[config.mk]
export PLATFORM = sky130hd
export DESIGN_NAME = prog_sequencer
export DESIGN_NICKNAME = d
export VERILOG_FILES = /design/src/rtl/prog_sequencer.sv
export SDC_FILE = /design/constraint.sdc
export NUM_CORES = 1
export LEC_CHECK = 0
export ABC_AREA = 1
export CORE_MARGIN = 5
export CORE_UTILIZATION = 49
export CTS_CLUSTER_DIAMETER = 30
export DETAILED_ROUTE_END_ITERATION = 6
export PLACE_DENSITY = 0.84
export SYNTH_ARGS = -nofsm -noshare
export SYNTH_HDL_FRONTEND = slang
export SYNTH_SLANG_ARGS = --single-unit
[constraint.sdc]
create_clock -name clk_i -period 2.3 [get_ports clk_i]
set_input_delay 0.23 -clock clk_i [delete_from_list [all_inputs] [get_ports clk_i]]
set_output_delay 0.23 -clock clk_i [all_outputs]
set_load 0.1 [all_outputs]
[src/rtl/prog_sequencer.sv]
// Launches a table of programs on the core one after another and reports each program's run length.
// Optional feature: define PROG_SEQ_STATS_EN to add total_count_o, the saturating sum of all reported counts.
module prog_sequencer #(
    parameter int unsigned NUM_PROGS    = 3,
    parameter int unsigned ADDR_W       = 8,
    parameter int unsigned CNT_W        = 16,
    parameter int unsigned START_CYCLES = 2,
    parameter int unsigned TIMEOUT      = 16'hFFFF
) (
    input  logic                        clk_i,
    input  logic                        rst_i,
    input  logic                        go_i,
    input  logic [NUM_PROGS*ADDR_W-1:0] addr_table_i,
    input  logic                        done_i,
    output logic                        start_o,
    output logic [ADDR_W-1:0]           start_addr_o,
    output logic [3:0]                  prog_idx_o,
    output logic [CNT_W-1:0]            instr_count_o,
    output logic                        count_valid_o,
    output logic                        timed_out_o,
    output logic                        all_done_o
`ifdef PROG_SEQ_STATS_EN
    ,
    output logic [CNT_W+3:0]            total_count_o
`endif
);

    localparam int unsigned LCNT_W = $clog2(START_CYCLES + 1);
    localparam int unsigned IDX_W  = 4;
    localparam int unsigned TOT_W  = CNT_W + 4;

    typedef enum logic [2:0] {
        S_IDLE,
        S_LAUNCH,
        S_RUN,
        S_REPORT,
        S_FINISH
    } state_t;

    state_t              state_q, state_d;
    logic [IDX_W-1:0]    idx_q, idx_d, idx_inc;
    logic [LCNT_W-1:0]   lcnt_q, lcnt_d;
    logic [CNT_W-1:0]    cnt_q, cnt_d;
    logic                start_q, start_d;
    logic [ADDR_W-1:0]   addr_q, addr_d;
    logic [CNT_W-1:0]    icount_q, icount_d;
    logic                valid_q, valid_d;
    logic                tout_q, tout_d;
    logic                alldone_q, alldone_d;
`ifdef PROG_SEQ_STATS_EN
    logic [TOT_W-1:0]    total_q, total_d;
    logic [TOT_W:0]      tot_sum;

    assign tot_sum = {1'b0, total_q} + (TOT_W+1)'(cnt_q);
`endif

    assign idx_inc = idx_q + IDX_W'(1);

    // Next-state and registered-output logic
    always_comb begin
        state_d   = state_q;
        idx_d     = idx_q;
        lcnt_d    = lcnt_q;
        cnt_d     = cnt_q;
        start_d   = 1'b0;
        addr_d    = addr_q;
        icount_d  = icount_q;
        valid_d   = 1'b0;
        tout_d    = tout_q;
        alldone_d = alldone_q;
`ifdef PROG_SEQ_STATS_EN
        total_d   = total_q;
`endif
        case (state_q)
            S_IDLE, S_FINISH: begin
                if (go_i) begin
                    state_d   = S_LAUNCH;
                    idx_d     = '0;
                    lcnt_d    = '0;
                    start_d   = 1'b1;
                    addr_d    = addr_table_i[ADDR_W-1:0];
                    tout_d    = 1'b0;
                    alldone_d = 1'b0;
`ifdef PROG_SEQ_STATS_EN
                    total_d   = '0;
`endif
                end
            end
            S_LAUNCH: begin
                // Done is deliberately ignored while the core is held in start
                if (lcnt_q == LCNT_W'(START_CYCLES - 1)) begin
                    state_d = S_RUN;
                    cnt_d   = CNT_W'(1);
                end else begin
                    lcnt_d  = lcnt_q + LCNT_W'(1);
                    start_d = 1'b1;
                end
            end
            S_RUN: begin
                if (done_i || (cnt_q == CNT_W'(TIMEOUT))) begin
                    state_d  = S_REPORT;
                    icount_d = cnt_q;
                    valid_d  = 1'b1;
                    if (!done_i) tout_d = 1'b1;
`ifdef PROG_SEQ_STATS_EN
                    total_d  = tot_sum[TOT_W] ? '1 : tot_sum[TOT_W-1:0];
`endif
                end else begin
                    cnt_d = cnt_q + CNT_W'(1);
                end
            end
            S_REPORT: begin
                if (idx_q == IDX_W'(NUM_PROGS - 1)) begin
                    state_d   = S_FINISH;
                    alldone_d = 1'b1;
                end else begin
                    state_d = S_LAUNCH;
                    idx_d   = idx_inc;
                    lcnt_d  = '0;
                    start_d = 1'b1;
                    addr_d  = addr_table_i[int'(idx_inc)*ADDR_W +: ADDR_W];
                end
            end
            default: state_d = S_IDLE;
        endcase
    end

    always_ff @(posedge clk_i or posedge rst_i) begin
        if (rst_i) begin
            state_q   <= S_IDLE;
            idx_q     <= '0;
            lcnt_q    <= '0;
            cnt_q     <= '0;
            start_q   <= 1'b0;
            addr_q    <= '0;
            icount_q  <= '0;
            valid_q   <= 1'b0;
            tout_q    <= 1'b0;
            alldone_q <= 1'b0;
`ifdef PROG_SEQ_STATS_EN
            total_q   <= '0;
`endif
        end else begin
            state_q   <= state_d;
            idx_q     <= idx_d;
            lcnt_q    <= lcnt_d;
            cnt_q     <= cnt_d;
            start_q   <= start_d;
            addr_q    <= addr_d;
            icount_q  <= icount_d;
            valid_q   <= valid_d;
            tout_q    <= tout_d;
            alldone_q <= alldone_d;
`ifdef PROG_SEQ_STATS_EN
            total_q   <= total_d;
`endif
        end
    end

    assign start_o       = start_q;
    assign start_addr_o  = addr_q;
    assign prog_idx_o    = idx_q;
    assign instr_count_o = icount_q;
    assign count_valid_o = valid_q;
    assign timed_out_o   = tout_q;
    assign all_done_o    = alldone_q;
`ifdef PROG_SEQ_STATS_EN
    assign total_count_o = total_q;
`endif

endmodule

Figure 1. Clock network drawn from the DEF.
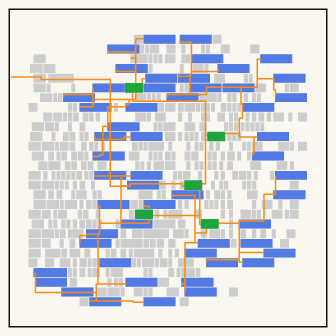
[flip-flops] blue | count: 53
[clock wires] orange | length: 620 um
[clock-net drivers] green | count: 5
routed clock nets: 6
clock network power: 0.561 mW
Clk network pwr share: 0.124
later-pin clock latency in the skew report: 300 ps

==> summary.txt <==
Results of an implementation run.

The run finished with clean final reports. The count of buffering cells on the critical path with inverters included is 0. Among the non-sequential cells, simple AND/OR/NAND/NOR gates take the most area. For this design the top-level I/O count stands at approximately 60. Of the total synthesized cell area, the portion taken by XOR and XNOR cells is 0.0232.

The total track usage is 0.186. The highest supply drop recorded on VDD is 0.00119 V. The signal on the critical path passes through ha_1 > nand3_2 > nor2_2 > nand2_2 > nand3_4 > nand2_2 > nand2_1 > o21ai_2. The clock passes through at most 2 buffers. The floorplan row count is 28. The synthesis run shows the most used standard cells to be sky130_fd_sc_hd__nand2_1, sky130_fd_sc_hd__dfrtp_1, sky130_fd_sc_hd__inv_1. The number of antenna violations at the first check in global routing is 0. The most critical min-delay path falls under input pin to asynchronous set/reset pin. The finished layout holds approximately 520 standard cells, fillers aside. The horizontal extent of the die is 88.4 um. At the placement stage, the worst setup path has a slack of 254 ps. Detailed routing placed a total of 445 um of wire on met3. The average vias per placed instance is 5.05. The pin count of the biggest net entering global routing is 54.

The synthesized design spends more area on one cell type than any other, namely sky130_fd_sc_hd__dfrtp_1. The number of cells after detailed placement is 513. According to the timing report, the arrival time at the worst endpoint equals 2130 ps. Signal nets in the final route climb as high as met4. The report lists the power per cell area as around 1200 mW/mm2. The share of flip-flops with an asynchronous set or reset after synthesis is 1.00. The detailed router reports a met2 wire length of approximately 3100 um. The static power due to leakage is about 1.8 nW. The tool warning count is 27. Counting flops with a built-in enable in the synthesized netlist gives 0.

The post-route DRC violation count is 0. The average wire per standard cell is 12.5 um. At the end of routability-driven placement, the weighted congestion stood at 0.912.
Figure 2. M3 wires.
Cells faint in the background.
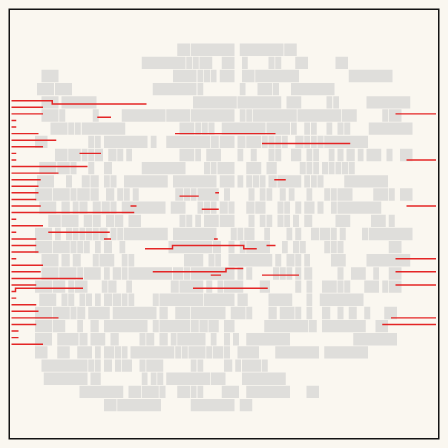
nets with wire on the layer: 57
wire length on this layer: 446 um
main direction: horizontal
longest straight run: 25.1 um
share of all routed wire: 6.9%
Global Route met3 Usage: 0.0493
Detailed Route WL: 6510 um
via count: 2632

-- path summary, 6_finish.rpt --
kind	from	endpoint	slack [ps]
setup / recovery	cnt_q[0]	cnt_q[9]	350
setup reg to reg	cnt_q[0]	cnt_q[9]	350
min in group clk_i	instr_count_o[6]	instr_count_o[6]	490
max in group asynchronous	rst_i	prog_idx_o[0]	1760
hold / removal	rst_i	start_addr_o[3]	280
hold reg to reg	instr_count_o[6]	instr_count_o[6]	490
-- power breakdown --
part           internal (mW)  leakage, nW  switching [mW]
registers               1.13        0.709           0.213
logic                  0.622         1.07            2.00
clock network          0.272       0.0542           0.288
total                   2.03         1.83            2.50
-- layout make-up --
class,count,share of cell area
timing repair buffer,60,0.145
inverter,46,0.0489
multi-input combinational,279,0.390
clock inverter,1,0.00137
tap,75,0.0257
sequential,53,0.363
clock buffer,7,0.0263
Power and IR drop assume default switching activity.
